Design window_scan_sequencer, sky130hd; sources not shown.
**Run 1: local utilization**

7 x 7 tiles, from dark blue (low) to red (high), 0 to 100% covered.
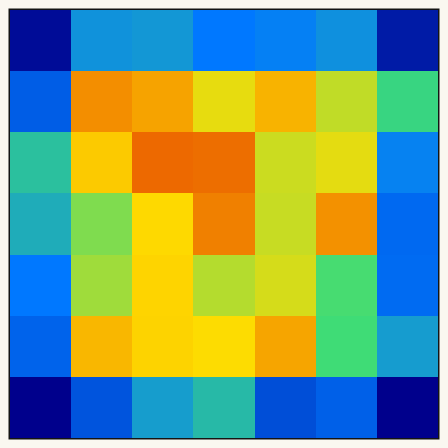
fullest tile: 88%
densest ninth of the die: centre
mean over tiles: 49%
utilization after layout: 69.87%
Core ar.: 0.004058 mm²

**Run 1: routed clock nets over the placement**

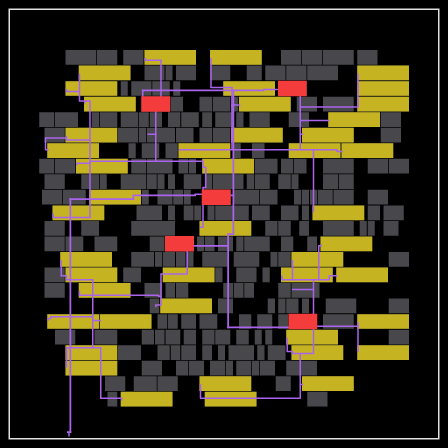
[flip-flops] yellow | count: 45
[clock wires] purple | length: 533 µm
[clock-net drivers] red | count: 5
routed clock nets: 6
flops lie: all over the die
clock share of power: 19.6%
Insertion Delay late pin: 0.30 ns
P_clk: 223 µW

**Run 1: signal wires by layer**

The bar under the picture is 20 µm long.
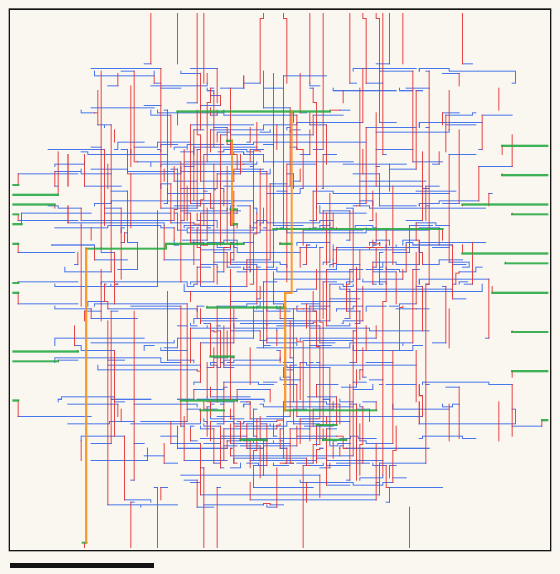
| layer | colour | wire length |
|---|---|---|
| M2 | red | 2190 µm |
| M3 | green | 216 µm |
| M1 | blue | 2450 µm |
| M4 | orange | 94.8 µm |
WL/cell: 16.34 µm
Total GRT Usage: 19.77%
Total Wirelength: 4.950 mm

==> flow_summary.ini, run 1 <==
; yosys + openroad results
[cts]
holdBufCountCts = 0
post_cts_buffers = 0
htreeDepth = 2
cts.repair.resized = 0
clkTransAtPathRegs_ns = 0.08
cts_tree = built
cts_sinks = 45
cts_root_buf = clkbuf_8
numCtsBuffers = 5

[critical_path]
crit_type = primary input to output pin
crit_path_start_kind = primary input
critPathSlowestCell = clkdlybuf4s50_1
worst_path_largest_cell_delay_ns = 0.46
crit_path_end_kind = output pin
regToRegSetupSlack_ns = 2.80
arrival_ns = 3.09
r2r_cells = 4
crit_buf_inv = 3
worstPathCellList = clkdlybuf4s50_1 -> nand2b_1 -> or3_4 -> inv_2 -> nand2_1 -> nor3_2 -> buf_4
critical_path_required_ns = 4.03
crit_cells = 7
cp_max_fo = 6

[sta]
min_period_ns = 4.567
hold_violations = 0
finalSetupTns_ns = 0
slew_headroom_pct = 20.12
worst_slack_ns = 0.9327
max_freq_mhz = 219.0
tightestPinTransition_ns = 1.189
drv_slew = 0
holdWs_ns = 0.3967
finalCritPeriodShare_pct = 83.04

[yosys]
ys_seq_share_pct = 48.54
synth-edff-count = 0
synthesis.nets = 225
synth_area_mm2 = 0.002320
synth_top_flop_cell = dfrtp_1
ys_types = 44
largest_area_cell = dfrtp_1
synth_top_area_share_pct = 48.54
synthArstFlopShare_pct = 100.0
netlist_instances = 213
syn_area_per_cell_um2 = 10.89
yosysWarnings = 0
synthTopCellsByArea = dfrtp_1, mux2_4, ha_1

[run]
warnings = 31
cap_viol_max_count = 0

[global_route]
antenna_found_initial = 0
overflow = 0
grt_pass1_wl_mm = 8.376
grt_max_degree = 46
grt_pass1_vias = 1602

[placed_design]
io_buffer_count = 42
place_congestion = 0.8244
dpl.hpwl_mm = 3.414
placedInstanceArea_mm2 = 0.002734
dp_slack_ns = 0.9708

[min_path]
hold_path_class = register to register
whs_path_depth = 1

[final_layout]
layout-drive-gt1-share_pct = 12.65
diodes = 0
final_common_cell = dfrtp_1
area_growth_pct = 22.22
nets = 264
layout.cells.non_filler = 303
lay_top_cells = dfrtp_1, clkdlybuf4s50_1, nor2_1, nand2_1, mux2_4

[floorplan]
die_area_mm2 = 0.005617
fp.dieH_um = 74.95
die_x_um = 74.95
num_io_pins = 43
rows = 23
fp_util_pct = 57.17

[run_status]
status = finished clean

[power_and_ir_drop]
leakage_uw = 0.001340
vdd_ir_drop_max_mv = 0.5149
design_power_total_uw = 1137
powerDensity_mw_per_mm2 = 401.2
switching_power_uw = 540.3
p_sw_share_pct = 47.50

[drt]
ant_nets = 0
drt_first_iter_violations = 98
vias_per_cell = 5.752
drc_errors = 0
dr_total_vias = 1743
drtPass1Iterations = 4
## run 1: area by class of cell
| cell class | count | area (µm²) |
|---|---|---|
| fill | 303 | 1222 |
| sequential | 45 | 1126 |
| multi-input combinational | 149 | 1109 |
| timing repair buffer | 42 | 402.9 |
| clock buffer | 7 | 96.34 |
| tap | 50 | 62.56 |
| inverter | 9 | 33.78 |
| clock inverter | 1 | 5.005 |
## run 1: cells by family after synthesis
| kind of cell | share of synthesized area, % |
|---|---|
| DFF | 48.54 |
| and+or+nand+nor | 20.17 |
| buffers and inverters | 4.153 |
| adders and majority gates | 3.775 |
| muxes | 9.816 |
| xor gates and xnor gates | 3.776 |
| AOI/OAI and AO/OA | 9.763 |
## run 1: power by group through the flow
stage	registers [µW]	clock network, µW	logic, µW
finish	422	223	492
global route	430	242	520
CTS	421	227	493
detailed placement	426	0	490
global placement	425	0	487
floorplan	528	0	273
## run 1: layer usage
layer,vias up,part of all wire [%],GRT usage [%]
met5,-,0,0
met4,0,1.9,7.510
met3,8,4.3,4.139
met2,48,44,26.98
met1,853,49,30.63
li1,834,-,-
## run 1: worst reg2reg max path: cells and delay by family, from the launching register on
kind / cells / cell delay [ns]
flip-flops: 1 / 0.44
AND/OR/NAND/NOR: 3 / 1.89
multiplexers: 1 / 0.14
## run 1: Yosys cell counts, types with 2 or more instances
cell type  number
a21oi_1         5
a22o_1          4
a31oi_1         4
and3_1          6
clkbuf_1        7
dfrtp_1        45
ha_1            7
inv_1           8
mux2_1          6
mux2_4         10
nand2_1        15
nand2b_1        4
nand3_1         8
nand3b_1        4
nand4_1         4
nor2_1         19
nor2b_1         2
nor3_1          4
nor3b_1         2
o211ai_1        5
o21ai_0         4
o31ai_1         3
o41ai_1         2
or3_1           5
or4_1           3
xnor2_1         2
xor2_1          8
**Run 1: selected gate families**

The bar under the picture is 20 µm long.
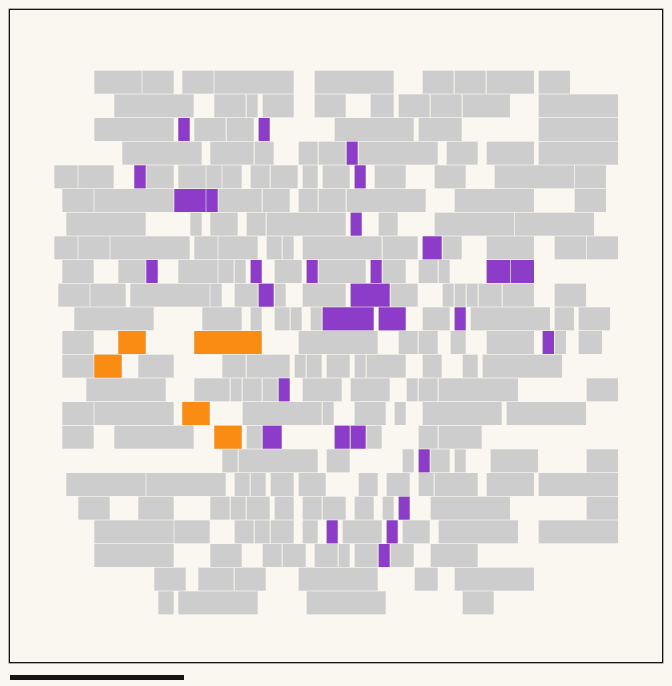

==> run 2: changes to the inputs <==
CORE_UTILIZATION = 47   (was 55)
PLACE_DENSITY = 0.74   (was 0.81)
clock period = 4 ns   (was 5.5 ns; I/O delays follow)
**Run 2: selected gate families**

The bar under the picture is 20 µm long.
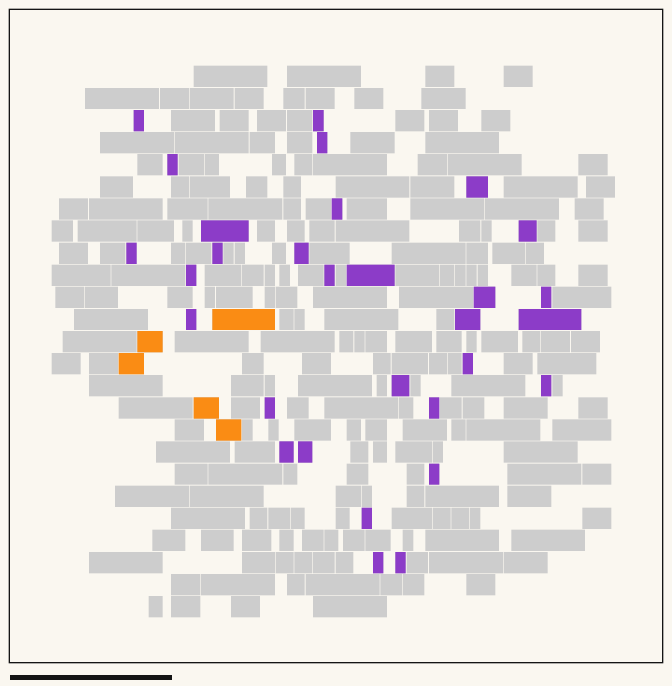
| family | colour | cells | most used |
|---|---|---|---|
| non-inverting ao/oa cells | orange | 5 | a22o_1 |
| nor cells | purple | 30 | nor2_1 |
Comb area share: 38.39%
most frequent logic cell in the layout: dfrtp_1
final cell count without fillers: 322

**Run 2: routed clock nets over the placement**

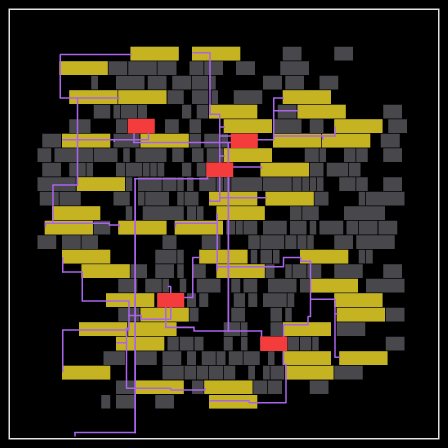
[clock wires] purple | length: 555 µm
[flip-flops] yellow | count: 45
[clock-net drivers] red | count: 5
routed clock nets: 6
clock share of power: 17.4%
Insertion Delay late pin: 0.29 ns
P_clk: 279 µW

**Run 2: local utilization**

8 x 8 tiles, from dark blue (low) to red (high), 0 to 100% covered.
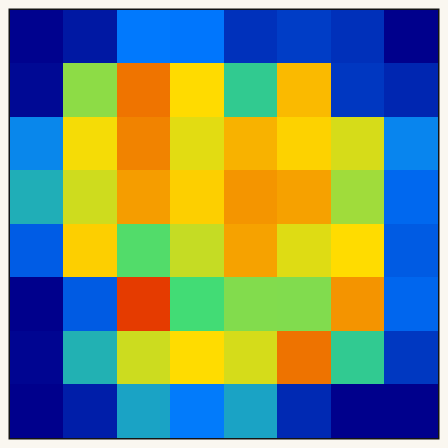
fullest tile: 93%
densest ninth of the die: centre
nearly empty tiles: 13%
tiles over 75% full: 25%
utilization after layout: 61.89%
fp_density: 48.79%
Core ar.: 0.004755 mm²

==> run 2 against run 1 <==
  * Synthesized cell count unchanged
  * Setup slack worse by 0.64 ns
  * Sequential share of layout area down 1.5 points
  * Cell area up 3.8%
==> flow_summary.ini, run 2 <==
; yosys + openroad results
[run_status]
status = finished clean

[critical_path]
r2r_cells = 5
crit_type = primary input to output pin
crit_path_start_kind = primary input
arrival_ns = 2.61
critical_path_required_ns = 2.90
regToRegSetupSlack_ns = 1.37
crit_path_end_kind = output pin
cp_max_fo = 4

[sta]
finalSetupTns_ns = 0
slew_headroom_pct = 33.53
hold_violations = 0
min_period_ns = 3.708
tightestPinTransition_ns = 0.9939
finalCritPeriodShare_pct = 92.70
max_freq_mhz = 269.7
holdWs_ns = 0.3962

[run]
warnings = 31
cap_viol_max_count = 0

[min_path]
whs_path_depth = 1
hold_path_class = register to register

[final_layout]
lay_top_cells = dfrtp_1, clkdlybuf4s50_1, nor2_1, nand2_1, mux2_4
diodes = 0
area_growth_pct = 26.86
layout-drive-gt1-share_pct = 14.12

[global_route]
grt_max_degree = 46
grt_pass1_vias = 1718
antenna_found_initial = 0
track_usage_pct = 17.51
overflow = 0
grt_pass1_wl_mm = 8.749

[placed_design]
io_buffer_count = 42
place_congestion = 0.8331
dpl.hpwl_mm = 3.563
dp_slack_ns = 0.3005

[yosys]
synthTopCellsByArea = dfrtp_1, mux2_4, ha_1
synthArstFlopShare_pct = 100.0
synthMostInstantiatedCell = dfrtp_1
netlist_instances = 213
synth-edff-count = 0
largest_area_cell = dfrtp_1
ys_seq_share_pct = 48.54
synth_top_flop_cell = dfrtp_1
synth_area_mm2 = 0.002320
synthesis.nets = 225
synthTopCellsByCount = dfrtp_1, nor2_1, nand2_1
yosysWarnings = 0

[power_and_ir_drop]
powerDensity_mw_per_mm2 = 545.8
design_power_total_uw = 1606
vdd_ir_drop_max_mv = 0.7015

[floorplan]
die_area_mm2 = 0.006441
die_x_um = 80.26
rows = 25

[drt]
dr_total_vias = 1764
wl_mm = 5.060
drt_first_iter_violations = 135
vias_per_cell = 5.478

[cts]
htreeDepth = 2
holdBufCountCts = 0
cts_sinks = 45
cts_tree = built
clkTransAtPathRegs_ns = 0.08
## run 2: cell count changes in the layout (fill, tap and decap cells not counted)
| cell | delta |
|---|---|
| a31oi_2 | +1 |
| buf_12 | +5 |
| nor3_2 | -1 |
| clkbuf_1 | +1 |
| clkinv_2 | -1 |
| nor4_2 | -1 |
| clkbuf_8 | -1 |
| nor4_4 | +1 |
| nor3_4 | +1 |
| a31oi_1 | -1 |
| clkdlybuf4s50_1 | -2 |
## run 2: report_power, final
| part | switching (µW) | internal, µW |
|---|---|---|
| Clock | 142 | 137 |
| Combinational | 528 | 218 |
| Sequential | 85.3 | 496 |
## run 2: routing by layer
layer	share of wire [%]	GRT usage [%]
met5	0	0
met1	49	25.95
met2	43	24.01
met3	6.2	4.260
met4	1.9	7.601
## run 2: cell families (layout without fill, tap and decap cells)
group / after synthesis / in the layout / synth area share [%]
buffers and inverters: 19 / 61 / 4.153
multiplexers: 17 / 17 / 9.816
AND/OR/NAND/NOR: 84 / 84 / 20.17
adder cells (fa/ha/maj): 7 / 7 / 3.775
flip-flops: 45 / 45 / 48.54
AND-OR/OR-AND: 31 / 31 / 9.763
XOR/XNOR: 10 / 10 / 3.776
## run 2: layout make-up
cell class,count,area [µm²],share of cell area [%]
multi-input cells,149,1130,38.39
flip-flops and latches,45,1126,38.27
repair buffers,45,483.0,16.41
clock buffers,7,86.33,2.934
inverters,9,33.78,1.148
well taps,67,83.83,2.849
## run 2: critical path, cell delays in order
cell	delay, ns
clkdlybuf4s50_1	0.46
nand2b_1	0.14
or3_4	0.47
inv_2	0.07
nand2_1	0.08
nor3_4	0.18
buf_12	0.21
Power and IR drop assume default switching activity.
